**src/rtl/flash_status_poller.sv**
```systemverilog
// flash_status_poller: repeatedly issues RDSR over the shared SPI controller
// until the flash WIP bit reads clear, then reports ready to the requester.
// Optional macro POLLER_TIMEOUT_EN enables the poll limit / timeout pulse.
module flash_status_poller #(
  parameter logic [7:0]  RDSR_OPCODE = 8'h05,
  parameter int unsigned WIP_BIT     = 0,
  parameter int unsigned GAP_CYCLES  = 16,
  parameter int unsigned MAX_POLLS   = 1024
) (
  input  logic        clk,
  input  logic        rst,
  input  logic        in_poll_start,
  output logic        out_poll_busy,
  output logic        out_poll_done,
  output logic        out_poll_timeout,
  output logic [7:0]  out_status,
  output logic        out_spi_start,
  output logic [15:0] out_spi_num_bytes,
  input  logic        in_spi_busy,
  input  logic        in_spi_done,
  output logic        out_spi_tx_valid,
  output logic [7:0]  out_spi_tx_data,
  input  logic        in_spi_tx_ready,
  input  logic        in_spi_rx_valid,
  input  logic [7:0]  in_spi_rx_data,
  output logic        out_spi_rx_ready
);

  localparam int unsigned GAP_W = $clog2(GAP_CYCLES + 1);

  // Parameter sanity: a zero gap would underflow the gap counter load.
  if (GAP_CYCLES < 1) begin : g_gap_check
    $error("GAP_CYCLES must be at least 1");
  end
  if (MAX_POLLS < 1) begin : g_poll_check
    $error("MAX_POLLS must be at least 1");
  end

  typedef enum logic [2:0] {
    S_IDLE,
    S_ARM,
    S_CMD,
    S_DUMMY,
    S_WAIT,
    S_EVAL,
    S_GAP
  } state_t;

  state_t           state_q, state_d;
  logic [GAP_W-1:0] gap_cnt_q, gap_cnt_d;
  logic [1:0]       rx_idx_q, rx_idx_d;
  logic [7:0]       status_q, status_d;
  logic             rx_ready;
  logic             rx_fire;
  logic             poll_limit;

`ifdef POLLER_TIMEOUT_EN
  localparam int unsigned POLL_W = $clog2(MAX_POLLS + 1);

  logic [POLL_W-1:0] poll_cnt_q, poll_cnt_d;

  // Poll counter: cleared on acceptance, counts each completed transaction.
  always_comb begin
    poll_cnt_d = poll_cnt_q;
    if (state_q == S_IDLE && in_poll_start) begin
      poll_cnt_d = '0;
    end else if (state_q == S_WAIT && in_spi_done) begin
      poll_cnt_d = poll_cnt_q + 1'b1;
    end
  end

  // Poll counter register.
  always_ff @(posedge clk or negedge rst) begin
    if (!rst) begin
      poll_cnt_q <= '0;
    end else begin
      poll_cnt_q <= poll_cnt_d;
    end
  end

  assign poll_limit = (poll_cnt_q == POLL_W'(MAX_POLLS));
`else
  // Without the timeout feature the poller waits for WIP forever.
  assign poll_limit = 1'b0;
`endif

  assign rx_ready          = (state_q == S_CMD) || (state_q == S_DUMMY) || (state_q == S_WAIT);
  assign rx_fire           = in_spi_rx_valid && rx_ready;
  assign out_spi_rx_ready  = rx_ready;
  assign out_poll_busy     = (state_q != S_IDLE);
  assign out_spi_num_bytes = out_poll_busy ? 16'd2 : 16'd0;
  assign out_status        = status_q;

  // Next-state, rx capture and SPI/handshake outputs.
  always_comb begin
    state_d          = state_q;
    gap_cnt_d        = gap_cnt_q;
    rx_idx_d         = rx_idx_q;
    status_d         = status_q;
    out_spi_start    = 1'b0;
    out_spi_tx_valid = 1'b0;
    out_spi_tx_data  = 8'h00;
    out_poll_done    = 1'b0;
    out_poll_timeout = 1'b0;

    // Byte 0 echoes the opcode slot and is dropped; byte 1 is the status.
    if (rx_fire) begin
      if (rx_idx_q == 2'd1) begin
        status_d = in_spi_rx_data;
      end
      if (rx_idx_q != 2'd3) begin
        rx_idx_d = rx_idx_q + 2'd1;
      end
    end

    case (state_q)
      S_IDLE: begin
        if (in_poll_start) begin
          state_d = S_ARM;
        end
      end
      S_ARM: begin
        if (!in_spi_busy) begin
          out_spi_start = 1'b1;
          rx_idx_d      = 2'd0;
          state_d       = S_CMD;
        end
      end
      S_CMD: begin
        out_spi_tx_valid = 1'b1;
        out_spi_tx_data  = RDSR_OPCODE;
        if (in_spi_tx_ready) begin
          state_d = S_DUMMY;
        end
      end
      S_DUMMY: begin
        out_spi_tx_valid = 1'b1;
        out_spi_tx_data  = 8'h00;
        if (in_spi_tx_ready) begin
          state_d = S_WAIT;
        end
      end
      S_WAIT: begin
        if (in_spi_done) begin
          state_d = S_EVAL;
          // A truncated transfer gives no trustworthy status: assume busy.
          if (rx_idx_d < 2'd2) begin
            status_d = 8'hFF;
          end
        end
      end
      S_EVAL: begin
        if (!status_q[WIP_BIT]) begin
          out_poll_done = 1'b1;
          state_d       = S_IDLE;
        end else if (poll_limit) begin
          out_poll_timeout = 1'b1;
          state_d          = S_IDLE;
        end else begin
          gap_cnt_d = GAP_W'(GAP_CYCLES - 1);
          state_d   = S_GAP;
        end
      end
      S_GAP: begin
        if (gap_cnt_q == '0) begin
          state_d = S_ARM;
        end else begin
          gap_cnt_d = gap_cnt_q - 1'b1;
        end
      end
      default: begin
        state_d = S_IDLE;
      end
    endcase
  end

  // State, gap counter, rx index and status registers.
  always_ff @(posedge clk or negedge rst) begin
    if (!rst) begin
      state_q   <= S_IDLE;
      gap_cnt_q <= '0;
      rx_idx_q  <= 2'd0;
      status_q  <= 8'h00;
    end else begin
      state_q   <= state_d;
      gap_cnt_q <= gap_cnt_d;
      rx_idx_q  <= rx_idx_d;
      status_q  <= status_d;
    end
  end

endmodule

```
**config.mk**
```make
export PLATFORM = sky130hd
export DESIGN_NAME = flash_status_poller
export DESIGN_NICKNAME = d
export VERILOG_FILES = /design/src/rtl/flash_status_poller.sv
export SDC_FILE = /design/constraint.sdc
export NUM_CORES = 1
export LEC_CHECK = 0
export CORE_MARGIN = 10
export CORE_UTILIZATION = 41
export DETAILED_ROUTE_END_ITERATION = 8
export GPL_TIMING_DRIVEN = 1
export PLACE_DENSITY = 0.79
export SLEW_MARGIN = 10
export SYNTH_ARGS = -nofsm -noshare
export SYNTH_HDL_FRONTEND = slang
export SYNTH_SLANG_ARGS = --single-unit
export TNS_END_PERCENT = 100
```
**constraint.sdc**
```tcl
create_clock -name clk -period 2.2 [get_ports clk]
set_clock_uncertainty 0.1 [all_clocks]
set_input_delay 0.44 -clock clk [delete_from_list [all_inputs] [get_ports clk]]
set_output_delay 0.44 -clock clk [all_outputs]
set_load 0.02 [all_outputs]
```
Metal layers overlaid:
Scale: 4 px per um.
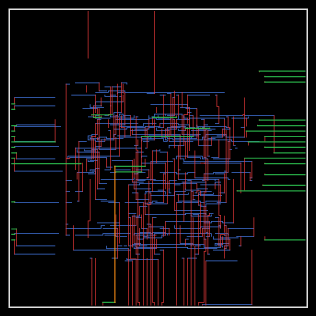
met1: drawn in blue, wire length 1280 um. met4: drawn in orange, wire length 34.0 um. met3: drawn in green, wire length 270 um. met2: drawn in red, wire length 1370 um.
Post-Route WL: 2.96 mm
Total GRT Usage: 10.3%
WL/cell: 15.5 um
via count: 959

Zoomed window:
Region (46, 9) to (66, 29) um. Cells in gray, sequential cells in the stronger gray; small squares are vias.
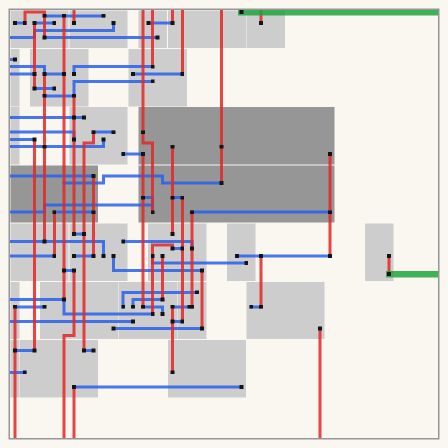
met2: drawn in red. met1: drawn in blue. met3: drawn in green.
Netlist names of flops here include `out_status` (2). Most frequent: o211ai_1 (7), clkdlybuf4s50_1 (6), inv_1 (3). 21 logic cells have their middle in the window. Sequential cells in the window: 2.

Sequential cells colored by netlist name:
Scale: 6 px per um. Other cells in gray.
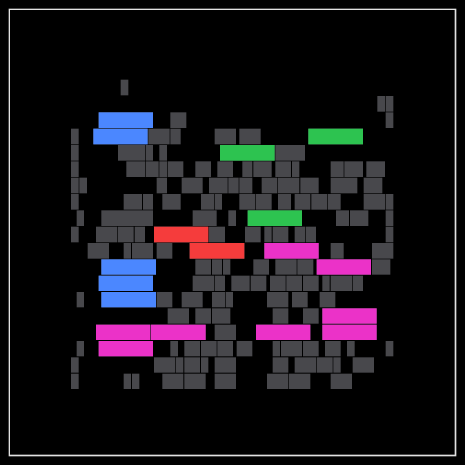
`gap_cnt_q`: drawn in blue, sequential cells 5. `out_status`: drawn in magenta, sequential cells 8. `rx_idx_q`: drawn in red, sequential cells 2. `state_q`: drawn in green, sequential cells 3.

Routing congestion map:
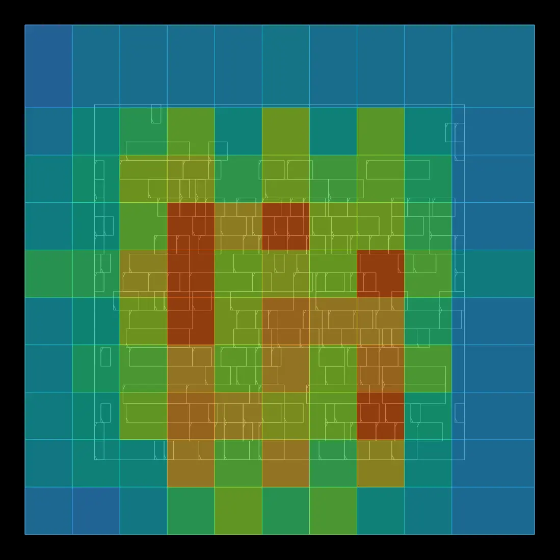
global routing's busiest layer: met2
final core utilization: 53.7%
met2 Use GR: 17.0%

Clock network drawn from the DEF:
Scale: 4 px per um.
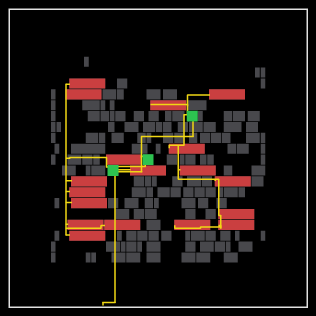
clock wires: drawn in yellow, length 236 um. cells driving clock nets: drawn in green, count 3. flip-flops: drawn in red, count 18.
There are 4 routed clock nets.

-- layout by cell type, fill, tap and decap left out, drive strengths merged, types with 2 or more instances in the layout --
cell	count
nor3	6
a211o	3
dlygate4sd2	6
inv	13
a211oi	2
o211ai	16
clkbuf	5
clkdlybuf4s50	22
buf	9
or3	2
dfrtp	18
nor3b	3
nand2	2
o21bai	2
conb	22
a21oi	2
o21ai	2
nor2b	3
nor2	2
-- stage by stage --
step | std cells | total power [uW]
2_1_floorplan | 148 | 1380
3_3_place_gp | 187 | 1770
3_5_place_dp | 187 | 1820
4_1_cts | 191 | 1990
5_1_grt | 191 | 2110
6_report | 191 | 1970
-- layer usage --
layer	part of all wire, %	vias to the layer above
met5	0	-
li1	-	471
met2	46	45
met4	1.2	0
met1	43	441
met3	9.1	2
-- power groups by stage --
stage               registers (uW)  clock network [uW]  logic, uW
floorplan                      686                   0        693
global placement               615                   0       1160
detailed placement             627                   0       1200
CTS                            621                 212       1150
global route                   640                 228       1240
finish                         620                 203       1140
-- worst paths after layout --
check                      slack, ns          from             to
setup / recovery                0.04    state_q[1]  out_spi_start
hold / removal                  0.37           rst  out_status[6]
setup reg to reg                0.50  gap_cnt_q[0]     state_q[1]
hold reg to reg                 0.44   rx_idx_q[1]    rx_idx_q[1]
max in group asynchronous       1.43           rst   gap_cnt_q[0]
min in group clk                0.44   rx_idx_q[1]    rx_idx_q[1]
-- registers in the layout (all words and copies together), names as in the netlist --
name,cells
out_status,8
gap_cnt_q,5
state_q,3
rx_idx_q,2
-- worst max-delay path, cell delays in order, from the launching register on --
cell and delay, ns:
dfrtp_1 0.44, nand2b_1 0.19, nor3_1 0.32, clkdlybuf4s15_1 0.37
-- what timing repair did --
item,in CTS,in global routing
gates resized,8,4
endpoints found under the hold margin,0,0
hold buffers,0,0
endpoints found under the setup margin,8,4
gates cloned,0,0
-- logic make-up after synthesis --
group           count (synthesis)  synth area share [%]
other cells                     1                 0.312
fa+ha+maj                       1                  1.04
mux                             2                  1.77
flops                          18                  37.5
buf+inv                        44                  22.2
simple gates                   28                  16.4
compound gates                 33                  20.8
-- layout make-up --
cell class	count	area, um^2
fill	257	1290
clock buffer	4	36.3
inverter	13	48.8
multi-input combinational	86	563
timing repair buffer	39	355
sequential	18	450
tap	31	38.8
==> flow_metrics.tcl <==
# implementation run metrics
set metrics [dict create \
    status "finished, final reports clean" \
    ys_seq_share_pct 37.5 \
    seqPwrFrac_pct 31.6 \
    cp-start-kind "register" \
    clock_power_share_pct 10.3 \
    fin_hold_ws_ns 0.374 \
    clk-insertion-delay-late_ns 0.30 \
    warnings 27 \
    drt_pass1_iterations 4 \
    grt_pass1_wl_mm 4.53 \
    rsz0062_at_grt "true" \
    edf_count 0 \
    top_cells_by_area "dfrtp_1 38%, buf_4 16%, o211ai_1 10%" \
    ys_cells 127 \
    h-tree-depth 1 \
    cp-end-kind "primary output" \
    vias_per_cell 5.02 \
    peakVddDrop_uv 879 \
    synth-main-ff-cell "dfrtp_1" \
    pre_cts_slack_ns -0.213 \
    syn_inst 127 \
    timing.setup.tns_ns 0 \
    place_area_mm2 0.00147 \
    grt_pass1_vias 972 \
    root_buffer "clkbuf_4" \
    worst_ep_arrival_time_ns 1.62 \
    synth.distinct_cells 39 \
    avgSynthCellArea_um2 9.46 \
    hp-class "input port to asynchronous set/reset pin" \
    synthDominantCellAreaShare_pct 37.5 \
    most_common_cell "buf_4" \
    fin_crit_sh_pct 98.4 \
    setup_viol 0 \
    yosysTopAreaCell "dfrtp_1" \
    p_leak_uw 0.000679 \
    final_cell_area_mm2 0.00149 \
    final_layout_size_suffix_gt1_share_pct 13.1 \
    swShare_pct 43.6 \
    synth_async_sr_flop_share_pct 100 \
    syn_area_mm2 0.00120 \
    initial_utilization_pct 43.2 \
    cts_setup_buffers 0 \
    cap_violations 0 \
    die_w_um 74.1 \
    drv_slew 0 \
    numCtsBuffers 3 \
    period_minus_slack_ns 2.16 \
    die_y_um 74.1 \
    yosysChipArea_mm2 0.00120 \
    grt_use_met3_pct 2.66 \
    chipArea_mm2 0.00549 \
    row_count 19 \
]
Power and IR drop assume default switching activity.
